[config.mk]
export PLATFORM = sky130hd
export DESIGN_NAME = wb_queue_stage
export DESIGN_NICKNAME = d
export VERILOG_FILES = /design/src/rtl/wb_queue_stage.sv
export SDC_FILE = /design/constraint.sdc
export NUM_CORES = 1
export LEC_CHECK = 0
export ABC_CLOCK_PERIOD_IN_PS = 9660
export CAP_MARGIN = 20
export CORE_ASPECT_RATIO = 0.75
export CORE_MARGIN = 10
export CORE_UTILIZATION = 45
export CTS_CLUSTER_SIZE = 20
export DETAILED_ROUTE_END_ITERATION = 7
export PLACE_DENSITY = 0.77
export RECOVER_POWER = 100
export SYNTH_ARGS = -nofsm -noshare
export SYNTH_HDL_FRONTEND = slang
export SYNTH_SLANG_ARGS = --single-unit
[constraint.sdc]
create_clock -name clk -period 9.66 [get_ports clk]
set_clock_uncertainty 0.05 [all_clocks]
set_input_delay 2.415 -clock clk [delete_from_list [all_inputs] [get_ports clk]]
set_output_delay 2.415 -clock clk [all_outputs]
set_load 0.05 [all_outputs]
[src/rtl/wb_queue_stage.sv]
// wb_queue_stage: writeback result queue between MEM and the register-file
// write port. Register-writing results are queued in order, retired on a
// write grant (with an unlock pulse to ID), and searched for forwarding.
module wb_queue_stage #(
   parameter int BITSIZE = 32,
   parameter int DEPTH   = 4
) (
   input  logic               clk,
   input  logic               rst_i,
   input  logic               valid_i,
   input  logic [31:0]        instr_i,
   input  logic [BITSIZE-1:0] data_i,
   output logic               ack_o,
   output logic               rf_we_o,
   output logic [4:0]         rf_rd_o,
   output logic [BITSIZE-1:0] rf_data_o,
   input  logic               rf_gnt_i,
   output logic               unlock_o,
   output logic [4:0]         unlock_rd_o,
   input  logic [4:0]         fwd_rs_i,
   output logic               fwd_hit_o,
   output logic [BITSIZE-1:0] fwd_data_o,
   output logic [$clog2(DEPTH):0] count_o
);

   localparam int PW = $clog2(DEPTH);
   localparam int CW = PW + 1;
   localparam logic [CW-1:0] FULL = CW'(DEPTH);

   localparam logic [6:0] OP_LUI     = 7'b0110111;
   localparam logic [6:0] OP_IMM_ALU = 7'b0010011;
   localparam logic [6:0] OP_REG_ALU = 7'b0110011;
   localparam logic [6:0] OP_LOAD    = 7'b0000011;
   localparam logic [6:0] OP_JAL     = 7'b1101111;
   localparam logic [6:0] OP_JALR    = 7'b1100111;
   localparam logic [6:0] OP_AUIPC   = 7'b0010111;

   // An instruction writes the register file only for these opcodes and rd != x0
   function automatic logic writes_reg(input logic [31:0] instr);
      logic op_wr;
      case (instr[6:0])
         OP_LUI, OP_IMM_ALU, OP_REG_ALU, OP_LOAD,
         OP_JAL, OP_JALR, OP_AUIPC: op_wr = 1'b1;
         default:                   op_wr = 1'b0;
      endcase
      return op_wr && (instr[11:7] != 5'd0);
   endfunction

   logic [4:0]         rd_mem   [DEPTH];
   logic [BITSIZE-1:0] data_mem [DEPTH];
   logic [PW-1:0]      head_q, tail_q;
   logic [CW-1:0]      count_q;

   logic is_writer, retire, enq;

   // Handshake: writers need a free slot or a slot freed by this cycle's retire
   always_comb begin
      is_writer = writes_reg(instr_i);
      rf_we_o   = (count_q != '0);
      retire    = rf_we_o && rf_gnt_i;
      ack_o     = valid_i && (!is_writer || (count_q < FULL) || retire);
      enq       = ack_o && is_writer;
   end

   // Head entry drives the write port; unlock mirrors the retiring entry
   always_comb begin
      rf_rd_o     = rf_we_o ? rd_mem[head_q]   : 5'd0;
      rf_data_o   = rf_we_o ? data_mem[head_q] : '0;
      unlock_o    = retire;
      unlock_rd_o = rf_rd_o;
      count_o     = count_q;
   end

   // Forwarding: scan oldest to youngest so the last match (nearest tail) wins
   always_comb begin
      fwd_hit_o  = 1'b0;
      fwd_data_o = '0;
      for (int i = 0; i < DEPTH; i++) begin
         if ((CW'(i) < count_q) && (fwd_rs_i != 5'd0) &&
             (rd_mem[head_q + PW'(i)] == fwd_rs_i)) begin
            fwd_hit_o  = 1'b1;
            fwd_data_o = data_mem[head_q + PW'(i)];
         end
      end
   end

   // Queue control state: pointers wrap naturally at DEPTH (power of two)
   always_ff @(posedge clk or posedge rst_i) begin
      if (rst_i) begin
         head_q  <= '0;
         tail_q  <= '0;
         count_q <= '0;
      end else begin
         if (enq)    tail_q <= tail_q + 1'b1;
         if (retire) head_q <= head_q + 1'b1;
         case ({enq, retire})
            2'b10:   count_q <= count_q + 1'b1;
            2'b01:   count_q <= count_q - 1'b1;
            default: count_q <= count_q;
         endcase
      end
   end

   // Entry storage; contents need no reset since validity lives in count/pointers
   always_ff @(posedge clk) begin
      if (enq) begin
         rd_mem[tail_q]   <= instr_i[11:7];
         data_mem[tail_q] <= data_i;
      end
   end

endmodule

Figure 1. Routing congestion map (run 1).
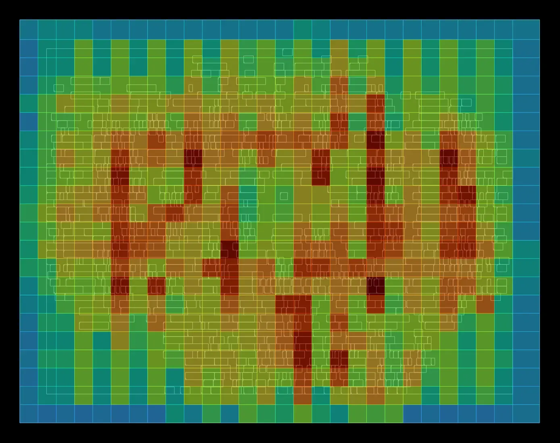
met1 Use GR: 24.2%
grt met2 use: 29.0%
GR met3 Demand/Resource: 4.55%
Top Usage Layer GRT: met2
Tot GR Track Use: 18.5%

Figure 2. Logic cells by family (run 1).
Bar = 50 um.
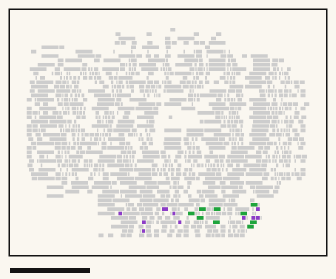
color	family	cells	most used
purple	and/or cells	10	and2_2
green	fa/ha/maj cells	9	ha_1
Commonest Layout Cell: edfxtp_1
Comb area share: 42.9%

Figure 3. Register map, names as in the netlist (run 1).
Bar = 50 um.
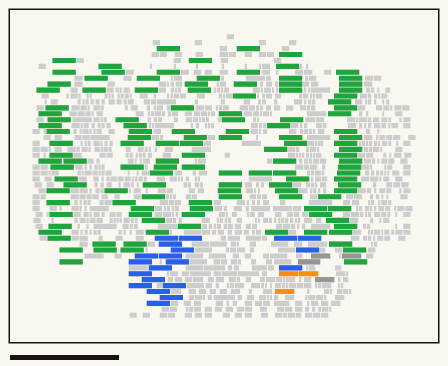
color	signal	sequential cells
green	`data_mem`	128
orange	`count_o`	3
blue	`rd_mem`	20
Flop area: 4620 um^2
Finished Core Util: 54.6%

run 1: cells in the mapped netlist, types with 7 or more instances:
library cell  number  area share [%]
a21oi_1           37             1.8
a221oi_1          31             2.6
a22oi_1           32             2.3
a31o_1            16             1.3
a31o_2            15             1.2
buf_2             35             1.7
buf_4              8            0.57
clkbuf_1          58             2.1
dfrtp_1            7             1.7
edfxtp_1         148              42
ha_1               9             1.1
inv_1             10            0.36
mux2_2            65             7.0
mux2i_1           73             7.0
mux4_2            13             2.8
nand2_1          131             4.7
nand3_1           35             1.7
nand4_1           33             2.0
nor2_1            72             2.6
o2111ai_1         31             2.6
o21ai_0           98             4.7
xnor2_1           14             1.2
run 1: state kept, by name (all words and copies together) (netlist names):
name,count
data_mem,128
rd_mem,20
count_o,3
head_q,2
tail_q,2
run 1: through the flow:
step / setup slack, ps / area [um^2] / hold slack [ps]
floorplan: 2500 / 10500 / 530
global placement: 1010 / 11900 / 558
detailed placement: 920 / 11900 / 574
CTS: 921 / 12600 / 587
global route: 575 / 12600 / 636
finish: 804 / 12600 / 576
run 1: cells by family (layout without fill, tap and decap cells):
group	Yosys count	after routing	synth area share, %
other	0	2	0
muxes	153	153	17.0
buffers and inverters	120	198	5.42
and+or+nand+nor	295	295	12.5
DFF	155	155	43.9
adders and majority gates	9	9	1.07
AOI/OAI and AO/OA	275	275	17.8
xor gates and xnor gates	24	24	2.29
run 1: how the worst max path moves through the flow:
stage | from | to
floorplan | fwd_rs_i[4] | fwd_data_o[12]
global placement | fwd_rs_i[0] | fwd_data_o[6]
detailed placement | fwd_rs_i[0] | fwd_data_o[6]
CTS | fwd_rs_i[0] | fwd_data_o[23]
global route | fwd_rs_i[0] | fwd_data_o[6]
finish | fwd_rs_i[0] | fwd_data_o[6]
==> impl_metrics.toml, run 1 <==
# yosys + openroad results
[run_status]
outcome = "finished, violations left"
violations = "max-capacitance violations, max-slew violations"

[cts]
cts_resized = 0
cts_max_path_buffers = 2
clockRootBuffer = "clkbuf_16"
clock_sinks = 155

[route]
dr.pass1.iters = 6
top_layer = "met4"
wl_met2_um = 13100
viasPerCell = 6.20
met3WireLength_um = 2550

[finish]
fillers = 1966
clk_share_pct = 4.95
mostFrequentLayoutCells = "edfxtp_1, nand2_1, dlygate4sd3_1"
instances_no_fill = 1411
n_antenna_cell = 2
final-nonclk-buf-share_pct = 12.0

[worst_setup_path]
worst_ep_arrival_time_ps = 6390
cp_top_family = "buffers and inverters"
reg2reg_depth = 4
worstSetupPathType = "in -> out"
cp-start-kind = "input pin"
rrSetupSlack_ps = 6060

[global_routing]
overflow = 0
grt_pass1_wl_um = 44900

[final_timing]
tightest_slew_ps = 2750
min_period_ps = 8860
drv_slew = 205
setup_viol = 0

[placement]
io_buffers = 133

[power]
pwr-share-clk_pct = 17.7
maxPowerGroup = "combinational cells"
pg_comb_mw = 2.40
power_density_nw_per_um2 = 317
switchingPower_mw = 1.99
leakagePower_nw = 4.45
power.internal_mw = 1.99

[die]
die_w_um = 196
die-height_um = 152
floorplan.core_util_pct = 45.7
taps = 300

[logic_synthesis]
postSynthSeqShare_pct = 43.9
synth-edff-count = 148
ys_ff = 155
yosysUniqueCellTypes = 50
yosysWarnings = 0
syn-num-nets = 1113
syn_inst = 1031
synth.avg_cell_area_um2 = 10.2

[flow_run]
maxCapViolations = 5

[hold_path]
min-delay-start = "count_o[1]"
holdPathEnd = "count_o[1]"
==> inputs of run 2 (changes only) <==
--- a/config.mk
+++ b/config.mk
@@ -5,7 +5,6 @@
 export SDC_FILE = /design/constraint.sdc
 export NUM_CORES = 1
 export LEC_CHECK = 0
-export ABC_CLOCK_PERIOD_IN_PS = 9660
 export CAP_MARGIN = 20
 export CORE_ASPECT_RATIO = 0.75
 export CORE_MARGIN = 10
@@ -14,6 +13,7 @@
 export DETAILED_ROUTE_END_ITERATION = 7
 export PLACE_DENSITY = 0.77
 export RECOVER_POWER = 100
+export SETUP_SLACK_MARGIN = 0.5
 export SYNTH_ARGS = -nofsm -noshare
 export SYNTH_HDL_FRONTEND = slang
 export SYNTH_SLANG_ARGS = --single-unit
Figure 4. Signal wires by layer (run 2).
Bar = 50 um.
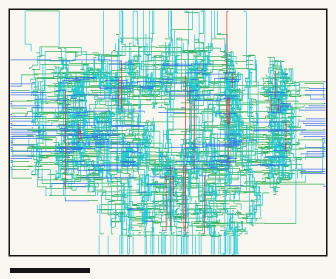
color	layer	wire length
cyan	metal 2	13,100 um
green	metal 1	12,300 um
blue	metal 3	2,550 um
red	metal 4	624 um
Vias: 8,751
Wirelength per Cell: 20.2 um
DRT Wirelength: 28,600 um

==> run 2 against run 1 <==
Against the previous run: the run still ends with max-capacitance violations, max-slew violations left; clock-buffer cell count stayed put; non-clock buffer count stayed put; sequential power hardly changed; synthesized area stayed put; die area stayed put; largest power group unchanged.
==> impl_metrics.toml, run 2 <==
# yosys + openroad results
[run_status]
violations = "max-capacitance violations, max-slew violations"
outcome = "finished, violations left"

[worst_setup_path]
worstSetupPathType = "in -> out"
setup.worst_path.end = "fwd_data_o[6]"
rrSetupSlack_ps = 6060
slowest_delay_ps = 920
cp_top_family = "buffers and inverters"
crit_start = "fwd_rs_i[0]"
reg2reg_depth = 4
worst_ep_arrival_time_ps = 6390
cp-start-kind = "input pin"

[logic_synthesis]
most_common_cell = "edfxtp_1"
yosysUniqueCellTypes = 50
yosysWarnings = 0
synth.area.top_cells = "edfxtp_1, mux2_2, mux2i_1"
ys_top_cells_by_count = "edfxtp_1, nand2_1, o21ai_0"
postSynthSeqShare_pct = 43.9
syn_inst = 1031
synth.avg_cell_area_um2 = 10.2
yosys.area.top_type = "edfxtp_1"
ys_ff = 155
top_area_share_pct = 42.3
synth-edff-count = 148
syn-num-nets = 1113

[global_routing]
grtUsageMet3_pct = 4.55
gr-usage-all-layers_pct = 18.5
overflow = 0
met1_usage_pct = 24.2
gr-max-usage-layer = "met2"
met2_usage_pct = 29.0

[finish]
largest_reg_flops = 128
top_register = "data_mem"
layout_top_cell = "edfxtp_1"
mostFrequentLayoutCells = "edfxtp_1, nand2_1, dlygate4sd3_1"

[hold_path]
min-delay-start = "count_o[1]"
holdPathEnd = "count_o[1]"

[flow_run]
tool_warnings = 58
maxCapViolations = 5

[power]
leakagePower_nw = 4.45
power_density_nw_per_um2 = 317

[final_timing]
drv_slew = 205
tightest_slew_ps = 2750
min_period_ps = 8860
max_freq_ghz = 0.113
setup_viol = 0

[die]
die-height_um = 152
die_w_um = 196

[cts]
clock_sinks = 155
clk_pin_slew_ps = 60
cts_tree = "done"
clockRootBuffer = "clkbuf_16"
cts_resized = 0

[route]
dr.pass1.iters = 6
viasPerCell = 6.20

[placement]
io_buffers = 133
run 2: cell counts after synthesis:
Identical to the previous run, type by type.
run 2: layer usage:
layer | routed length (um) | vias up
met5 | 0 | -
met4 | 624 | 0
met3 | 2550 | 59
met1 | 12300 | 4201
met2 | 13100 | 414
li1 | - | 4077
run 2: logic make-up (layout without fill, tap and decap cells):
group	count (synthesis)	count (layout)	share of synthesized area, %
adder cells (fa/ha/maj)	9	9	1.07
flip-flops	155	155	43.9
XOR/XNOR	24	24	2.29
AND/OR/NAND/NOR	295	295	12.5
buffers and inverters	120	198	5.42
other	0	2	0
AND-OR/OR-AND	275	275	17.8
multiplexers	153	153	17.0
run 2: where the power goes:
group	switching (mW)	leakage (nW)	internal [mW]
Clock	0.264	0.298	0.440
Combinational	1.61	2.74	0.796
Sequential	0.115	1.41	0.758
run 2: area by class of cell:
cell class	instances	area (um^2)
clock inverter	10	168
antenna	2	5.00
clock buffer	22	454
multi-input combinational	756	5390
fill	1966	10400
tap	300	375
timing repair buffer	156	1510
sequential	155	4620
inverter	10	37.5
run 2: through the flow:
step | cell area, um^2 | utilization (%) | setup slack [ps] | hold WS (ps) | std cells
2_1_floorplan | 10500 | - | 2500 | 530 | 1031
3_3_place_gp | 11900 | 51.9 | 1010 | 558 | 1376
3_5_place_dp | 11900 | 51.9 | 920 | 574 | 1376
4_1_cts | 12600 | 54.6 | 921 | 587 | 1408
5_1_grt | 12600 | 54.6 | 575 | 636 | 1410
6_report | 12600 | 54.6 | 804 | 576 | 1411
run 2: worst min-delay path, stage by stage (launching register included):
cell	delay (ps)
dfrtp_1	450
nand2_1	70
o21ai_0	60
==> inputs of run 3 (changes only) <==
--- a/config.mk
+++ b/config.mk
@@ -6,14 +6,14 @@
 export NUM_CORES = 1
 export LEC_CHECK = 0
 export CAP_MARGIN = 20
-export CORE_ASPECT_RATIO = 0.75
+export CORE_ASPECT_RATIO = 1.5
 export CORE_MARGIN = 10
 export CORE_UTILIZATION = 45
 export CTS_CLUSTER_SIZE = 20
 export DETAILED_ROUTE_END_ITERATION = 7
 export PLACE_DENSITY = 0.77
-export RECOVER_POWER = 100
 export SETUP_SLACK_MARGIN = 0.5
+export SKIP_CTS_REPAIR_TIMING = 1
 export SYNTH_ARGS = -nofsm -noshare
 export SYNTH_HDL_FRONTEND = slang
 export SYNTH_SLANG_ARGS = --single-unit
Figure 5. Register map, names as in the netlist (run 3).
Bar = 50 um.
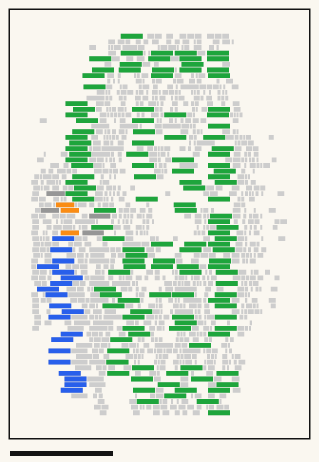
color	signal	sequential cells
orange	`count_o`	3
green	`data_mem`	128
blue	`rd_mem`	20
Seq area share: 37.1%
P_seq: 885 uW
Finished Core Util: 54.1%
Flop area: 4630 um^2

==> run 3 against run 2 <==
Against the previous run: the run now ends clean; synthesized cell count did not move; hold slack improved by 11 ps; clock power fell by 6.7%; sequential power rose by 1%; final area fell by 0.64%; largest cell class unchanged; cell count rose by 0.85%; fmax rose by 6.2%; largest power group unchanged; critical path depth rose by 1; critical path type unchanged; global-route usage rose by 0.099 points; core utilization fell by 0.48 points.
==> impl_metrics.toml, run 3 <==
# yosys + openroad results
[logic_synthesis]
yosysUniqueCellTypes = 50
most_common_cell = "edfxtp_1"
yosysWarnings = 0
yosys.area.top_type = "edfxtp_1"
postSynthSeqShare_pct = 43.9
xor_share_pct = 2.29
async_flop_share_pct = 4.52
ys_ff = 155
synth.area.top_cells = "edfxtp_1, mux2_2, mux2i_1"
synth-edff-count = 148
ys_top_cells_by_count = "edfxtp_1, nand2_1, o21ai_0"
ys_top_logic_family = "AND-OR/OR-AND gates"
yosys.area_share.aoi_pct = 17.8
mux_share_pct = 17.0
ys_sh_simple_pct = 12.5
syn_inst = 1031
fa_ha_area_share_pct = 1.07
syn-num-nets = 1113
synth.avg_cell_area_um2 = 10.2
top_area_share_pct = 42.3

[die]
floorplan.core_util_pct = 45.6
rows = 68
die-height_um = 207
die_w_um = 145

[placement]
dp_slack_ps = 1410
place_area_um2 = 11900
io_buffers = 133

[final_timing]
tns_ps = 0
setup_viol = 0
drv_slew = 0
whs_ps = 587
rsz0062_at_grt = "false"
hold_violations = 0
finalClockPeriodUsage_pct = 86.3
max_freq_ghz = 0.120
worst_slack_ps = 1320
min_period_ps = 8340

[power]
p_comb_share_pct = 61.3
power.internal_mw = 1.98
swShare_pct = 50.3
power_density_nw_per_um2 = 319
switchingPower_mw = 2.00
pwr-share-clk_pct = 16.5
seqPwrFrac_pct = 22.2
leakagePower_nw = 4.38

[hold_path]
min_path_cells = 2
min-delay-start = "tail_q[0]"
holdPathEnd = "tail_q[0]"

[global_routing]
overflow = 0
grt_pass1_wl_um = 44100
gr-usage-all-layers_pct = 18.6

[worst_setup_path]
rrSetupSlack_ps = 7140
worst_ep_arrival_time_ps = 5870
worstSetupPathType = "in -> out"
cp-start-kind = "input pin"
critPathMaxFanout = 52
crit_start = "fwd_rs_i[0]"
reg2reg_depth = 3

[cts]
cts_tree = "done"
clk_pin_slew_ps = 60
clockRootBuffer = "clkbuf_16"
cts_max_path_buffers = 2
clock_sinks = 155

[finish]
top_register = "data_mem"
fin_area_um2 = 12500
n_antenna_cell = 0
mostFrequentLayoutCells = "edfxtp_1, nand2_1, clkdlybuf4s50_1"
largest_reg_flops = 128
layout_top_cell = "edfxtp_1"

[flow_run]
maxCapViolations = 0
tool_warnings = 57

[route]
viasPerCell = 6.04
dr.pass1.iters = 7
wire_per_inst_um = 20.1
vias = 8602
wirelength_um = 28500

[run_status]
outcome = "completed"
==> run 3: logic make-up after synthesis <==
| group | after synthesis |
|---|---|
| AND/OR/NAND/NOR | 295 |
| AND-OR/OR-AND | 275 |
| flip-flops | 155 |
| multiplexers | 153 |
| buffers and inverters | 120 |
| XOR/XNOR | 24 |
| adder cells (fa/ha/maj) | 9 |
==> run 3: cell type report <==
type	instances	area [um^2]
Timing Repair Buffer	155	1450
Multi-Input combinational cell	756	5400
Tap cell	315	394
Fill cell	1933	10600
Sequential cell	155	4630
Clock buffer	19	433
Inverter	10	37.5
Clock inverter	13	144
==> run 3: layer usage <==
layer | part of all wire (%) | track usage (%) | vias to the layer above
met5 | 0 | 0 | -
met4 | 2.6 | 7.25 | 0
met3 | 7.9 | 3.69 | 58
met2 | 52 | 32.4 | 395
met1 | 38 | 21.7 | 4098
li1 | - | - | 4051
==> run 3: power groups by stage <==
stage,Sequential (mW),Combinational (mW),Clock (mW)
2_1_floorplan,0.811,1.90,0
5_1_grt,0.897,2.60,0.695
6_report,0.885,2.44,0.657
3_3_place_gp,0.893,2.39,0
3_5_place_dp,0.899,2.42,0
4_1_cts,0.885,2.43,0.665
==> run 3: metrics by stage <==
| step | instances | total power, mW | utilization, % |
|---|---|---|---|
| 3_5_place_dp | 1390 | 3.31 | 51.5 |
| 5_1_grt | 1423 | 4.19 | 54.1 |
| 2_1_floorplan | 1031 | 2.71 | - |
| 6_report | 1423 | 3.98 | 54.1 |
| 4_1_cts | 1422 | 3.98 | 54.0 |
| 3_3_place_gp | 1390 | 3.28 | 51.5 |
==> run 3: critical path, stage by stage <==
cell	delay [ps]
clkdlybuf4s50_1	830
nor3_1	190
a211oi_2	280
o22ai_2	160
nor3_4	190
buf_4	410
buf_4	560
a221oi_1	170
a22oi_1	340
buf_4	270
Power is estimated from default activity; no workload was simulated.
